==> images/power_grid.png <==
The bar under the picture is 20 um long. Pins as bars on the die edge.
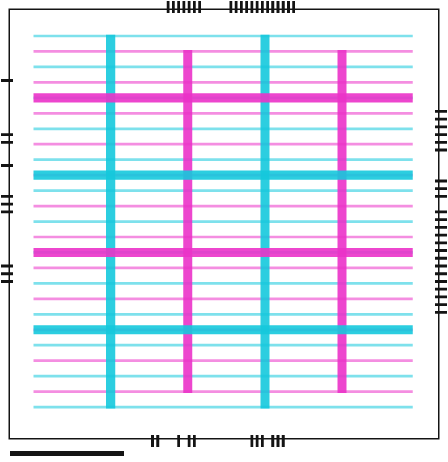
==> images/placement_by_type.png <==
The bar under the picture is 20 um long.
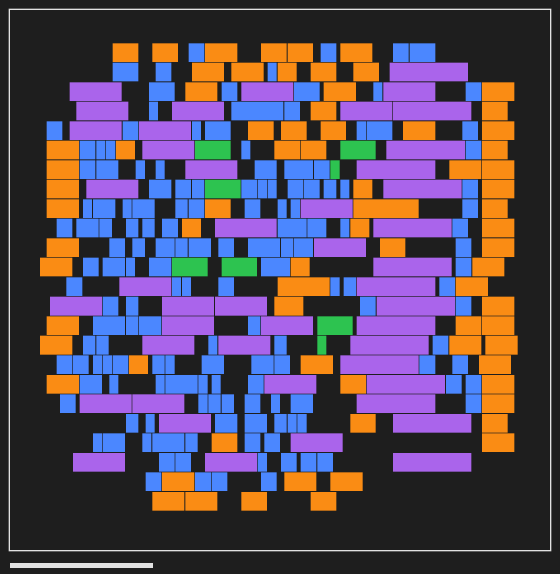
==> images/clk_routes.png <==
The bar under the picture is 20 um long.
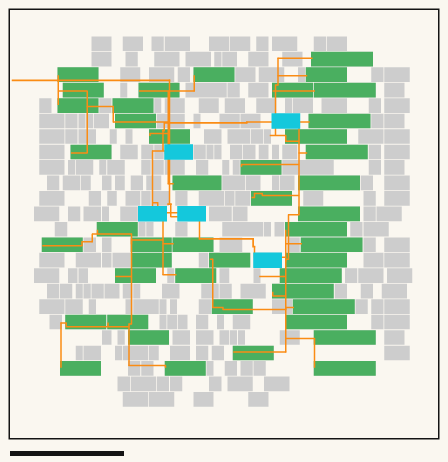
==> images/wires.png <==
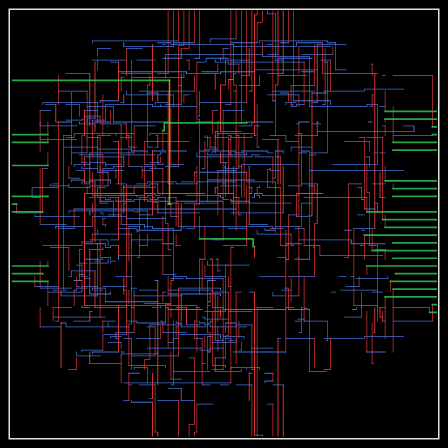
==> config.mk <==
export PLATFORM = sky130hd
export DESIGN_NAME = sdram_frame_writer_flat
export DESIGN_NICKNAME = d
export VERILOG_FILES = /design/src/rtl/sdram_frame_writer_pkg.sv /design/src/rtl/sdram_frame_writer_if.sv /design/src/rtl/sdram_frame_writer_byte_pair_packer.sv /design/src/rtl/sdram_frame_writer.sv /design/src/flat_wrapper.sv
export SDC_FILE = /design/constraint.sdc
export NUM_CORES = 1
export LEC_CHECK = 0
export CAP_MARGIN = 10
export CORE_MARGIN = 4
export CORE_UTILIZATION = 46
export CTS_CLUSTER_DIAMETER = 120
export DETAILED_ROUTE_END_ITERATION = 6
export PLACE_DENSITY_LB_ADDON = 0.25
export REMOVE_ABC_BUFFERS = 1
export SYNTH_ARGS = -nofsm -noshare
export SYNTH_HDL_FRONTEND = slang
export SYNTH_SLANG_ARGS = --single-unit
==> constraint.sdc <==
create_clock -name iCLK -period 2.3 [get_ports iCLK]
set_input_delay 0.46 -clock iCLK [delete_from_list [all_inputs] [get_ports iCLK]]
set_output_delay 0.46 -clock iCLK [all_outputs]
set_load 0.01 [all_outputs]
==> summary.txt <==
Physical implementation.

- The final timing report lists a max-slew violation count of 0.
- The maximum clock frequency is 444 MHz.
- Measured on the final layout, buffering overhead outside the clock network stands at approximately 28%.
- The post-cts hold-fix buffer tally is 0.
- The number of distinct library cells after synthesis is 34.
- The clock period could shrink to 2.25 ns.
- CTS saw 45 sinks.
- The arrival time reported for the critical path endpoint is between 1.5 and 2 ns.
- The highest fanout seen on the critical path is 9.
- The worst-case IR drop observed on VDD is 286 uV.
- The detailed router used layers up to and including met4.
- STA classifies the critical path endpoint as an output pin.
- The final-layout worst hold slack is 0.481 ns.
- The area used by sequential logic in the layout is 1060 um^2.
- The met2 track demand over resource is ~26%.
- The register with the most flip-flops in the layout has 16 of them.
- The stage delay of the slowest cell on the critical path is roughly 0.53 ns.
- The most used routing layer in global routing is met2.
- For this block, the initial DRC count from the detailed router was 64.
- The most common logic cells in the final layout are and2_1, dlymetal6s2s_1, dfxtp_1.
- The routed metal-1 wirelength is 1960 um.
- The required time at the worst endpoint is listed as 1.84 ns.
- The layout summary lists the proportion of cells stronger than drive strength 1 as about 7.5%.
- The total congestion overflow is 0.
- Post-synthesis, Yosys gives the total cell area as 2080 um^2.
- The initial antenna violation count is 0.
- The slack of the critical path is 0.0493 ns.
- The via count of the first global-routing pass came to ~1500.
- After detailed routing, the met2 layer carries 2220 um of wire.
- The net total in the final layout is 301.
- Endpoints failing hold in the final report were tallied at 0.
- The flow reports that sequential cells draw 57.9% of the design power.
- The routed length on met3 is 277 um.
- The critical path goes through nand2_1 > nor2_4 > buf_6 > and2_1 > clkdlybuf4s50_1.
- The maximum count of clock buffers along a single path is 2.
- The combinational power is 144 uW.
- The first global-routing pass estimated 6470 um of wire.
- In the Yosys report, the sequential cells make up 50.9% of the chip area.
- After floorplanning, the die was sized to cover 5670 um^2.
- The most used flip-flop cell after synthesis is dfxtp_1.
- The number of flops mapped to enable cells by yosys is 16.
- During I/O placement, the number of pins put on the boundary was 64.
- After detailed routing, the number of vias per cell comes to 4.97.
- For this run, the script counts the antenna cells in the layout as 0.
- The combinational share of cell area is 31.6%.
- The switching portion of total power is 20.8%.
- Dividing total power by cell area gives a power density of 488 nW/um^2.
- The flip-flop and latch share of the layout cell area is 35.3%.
- The final-report setup violation count is 0.
- Per the post-run analysis, buffers plus inverters along the critical path come to 2.
- Across all checked pins, the minimum headroom to the slew limit is 78.7%.
- The post-CTS setup buffer count is 0.
- The CTS tree is yes.
- The critical path is of the reg -> out type.
- The report lists the number of cells resized after CTS as 1.
- The family of cells with the greatest summed delay on the critical path is buffers and inverters.
- Before antenna repair, the detailed router went through 4 iterations.
- The run finished with clean final reports.
- The share of synthesized registers carrying an async set or reset is 0%.
- Summed over all nets, the switching power comes to 307 uW.
- Summing the areas of all fa, ha and maj instances in the mapped netlist gives under 10% of the synthesized area.
- Ranked by power, first place goes to registers.
- The mapped netlist covers 2080 um^2.
- The count of antenna-violating nets left after detailed routing is 0.
- Yosys attributes the largest share of cell area to dfxtp_1, edfxtp_1, and2_1.
- The number of cells in the finished layout apart from fillers is 332.
- The synthesis-stage register bit count is 45.
- In the global route stage, met1 resource usage came out at 18.3%.
- Setup repair after global routing could not meet its margin everywhere.
- Before placement the cells fill 47.8% of the core.
- Per report_power, the combinational group accounts for 9.8% of the total.
- The area after detailed placement is 2800 um^2.
- The worst hold path cell count is 2.
- The synthesized-area fraction occupied by and/or/nand/nor cells is 31.8%.
- In this run the tool buffered the top-level ports with 63 buffer cells.
- Among all cell classes, the greatest summed area belongs to flip-flops and latches.
- The design draws 1.48 mW.
- The global placer's final weighted congestion is 0.783.
- The number of logged tool warnings is 26.
- The average cell area after synthesis is ~10 um^2.
- The multi-input combinational cell count is 152.
- The portion of synthesized area spent on multiplexers is 2.88%.
- The number of clock buffers inserted by TritonCTS is 5.
- The synthesis-to-finish area growth is 45.0%.
- The critical path launch point type is a register.
- The clock buffer count is 8.
- For reference, the top logic cell family by area is simple AND/OR/NAND/NOR gates.
- The commonest cells after synthesis are and2_1, dfxtp_1, nor2_1.
- The area of the multi-input gates is 956 um^2.
- The cell-mix breakdown from Yosys lists the XOR/XNOR area share as 5.89%.
- The minimum setup slack after placement is between 0.2 and 0.25 ns.
- After routing, the total negative slack on setup checks comes to 0 ns.
- The HPWL after detailed placement is 3060 um.
- Global routing used 3.03% of the available met3 tracks.
- Per the cell usage report, the commonest logic cell in the layout is and2_1.
- The script extracted a total leakage power of 1.77 nW.
- The number of cells in Yosys stat is roughly 210.
- In the final layout, the fill cell count is 350.
- For the sequential group, total power comes out at around 850 uW.
- The count of sequential standard cells is 45.
- The flop-to-flop setup slack is just over 0.3 ns.
- The residual DRC count is 0.
- The number of placed instances with taps included is 323.
- Counting the warning lines in the Yosys log gives 0.
- The most frequent cell after synthesis is and2_1.
- The internal portion of the total power is roughly 1.2 mW.
- The maximum number of pins on one net before global-route repair is 34.
- After layout, the worst path uses between 90% and 100% of the clock period.
- The tap cell count is 52.
- The H-tree generated during clock tree synthesis spans 2 levels.
- The largest individual stage delay along the critical path comes from the cell clkdlybuf4s50_1.
- The STA report counts the stages on the worst setup path as 5.
- The type of the most critical hold path is reg -> reg.
- For reference, compound AND-OR and OR-AND cells occupy 3.18% of the area reported after synthesis.
- The final layout report lists a non-clock inverter count of 2.
- The reported max-cap violation count is 0.
- In the synthesized netlist, the number of instances is 209.
- Measured in cells, the most critical reg-to-reg path has a length of 8.
- The layout buffer count excluding clock buffers is around 73.
- The largest total area in the synthesized netlist belongs to dfxtp_1.
- The number of cell rows is 24.
- The clock tree cell share of total cell area is 2.98%.
- For reference, the clock transition at the flip-flops on the worst setup and hold paths is 0.08 ns.
- The portion of synthesized cell area occupied by the leading cell type is 27.9%.
- The root cell of the clock tree is clkbuf_8.
- The measured slew at the worst slew-check pin is 0.319 ns.
Notes on power_grid.png above:
- magenta: VDD
- cyan: VSS
- rows: 24
- signal pins: 64
- met5 straps: 4
- met1 rails: 25
- met4 straps: 4
Core Area: 4350 um^2
floorplan die width: 75.3 um

Notes on placement_by_type.png above:
- purple: sequential cells (cells 45)
- blue: combinational and other logic (cells 154)
- green: clock drivers and dummy loads (cells 8)
- orange: remaining buffers and delay cells (cells 73)
post-layout utilization of the core: 69.4%
final cell area excluding filler cells: 3020 um^2

Notes on clk_routes.png above:
- cyan: clock drivers (count 5)
- orange: clock wires (length 456 um)
- green: flip-flops (count 45)
- routed clock nets: 6
clock share of power: 32.4%
skew final: 0.00587 ns
later-pin clock latency in the skew report: 0.28 ns
Clk power: 477 uW

Notes on wires.png above:
- red: metal 2 (wire length 2220 um)
- orange: metal 4 (wire length 21.8 um)
- blue: metal 1 (wire length 1960 um)
- green: metal 3 (wire length 278 um)
global-route total usage across every layer: 14.9%
routed wire length: 4480 um
per-cell routed wire length: 13.5 um
vias post-DR: 1651

No activity file was given, so power comes from the tool's default toggle rates.
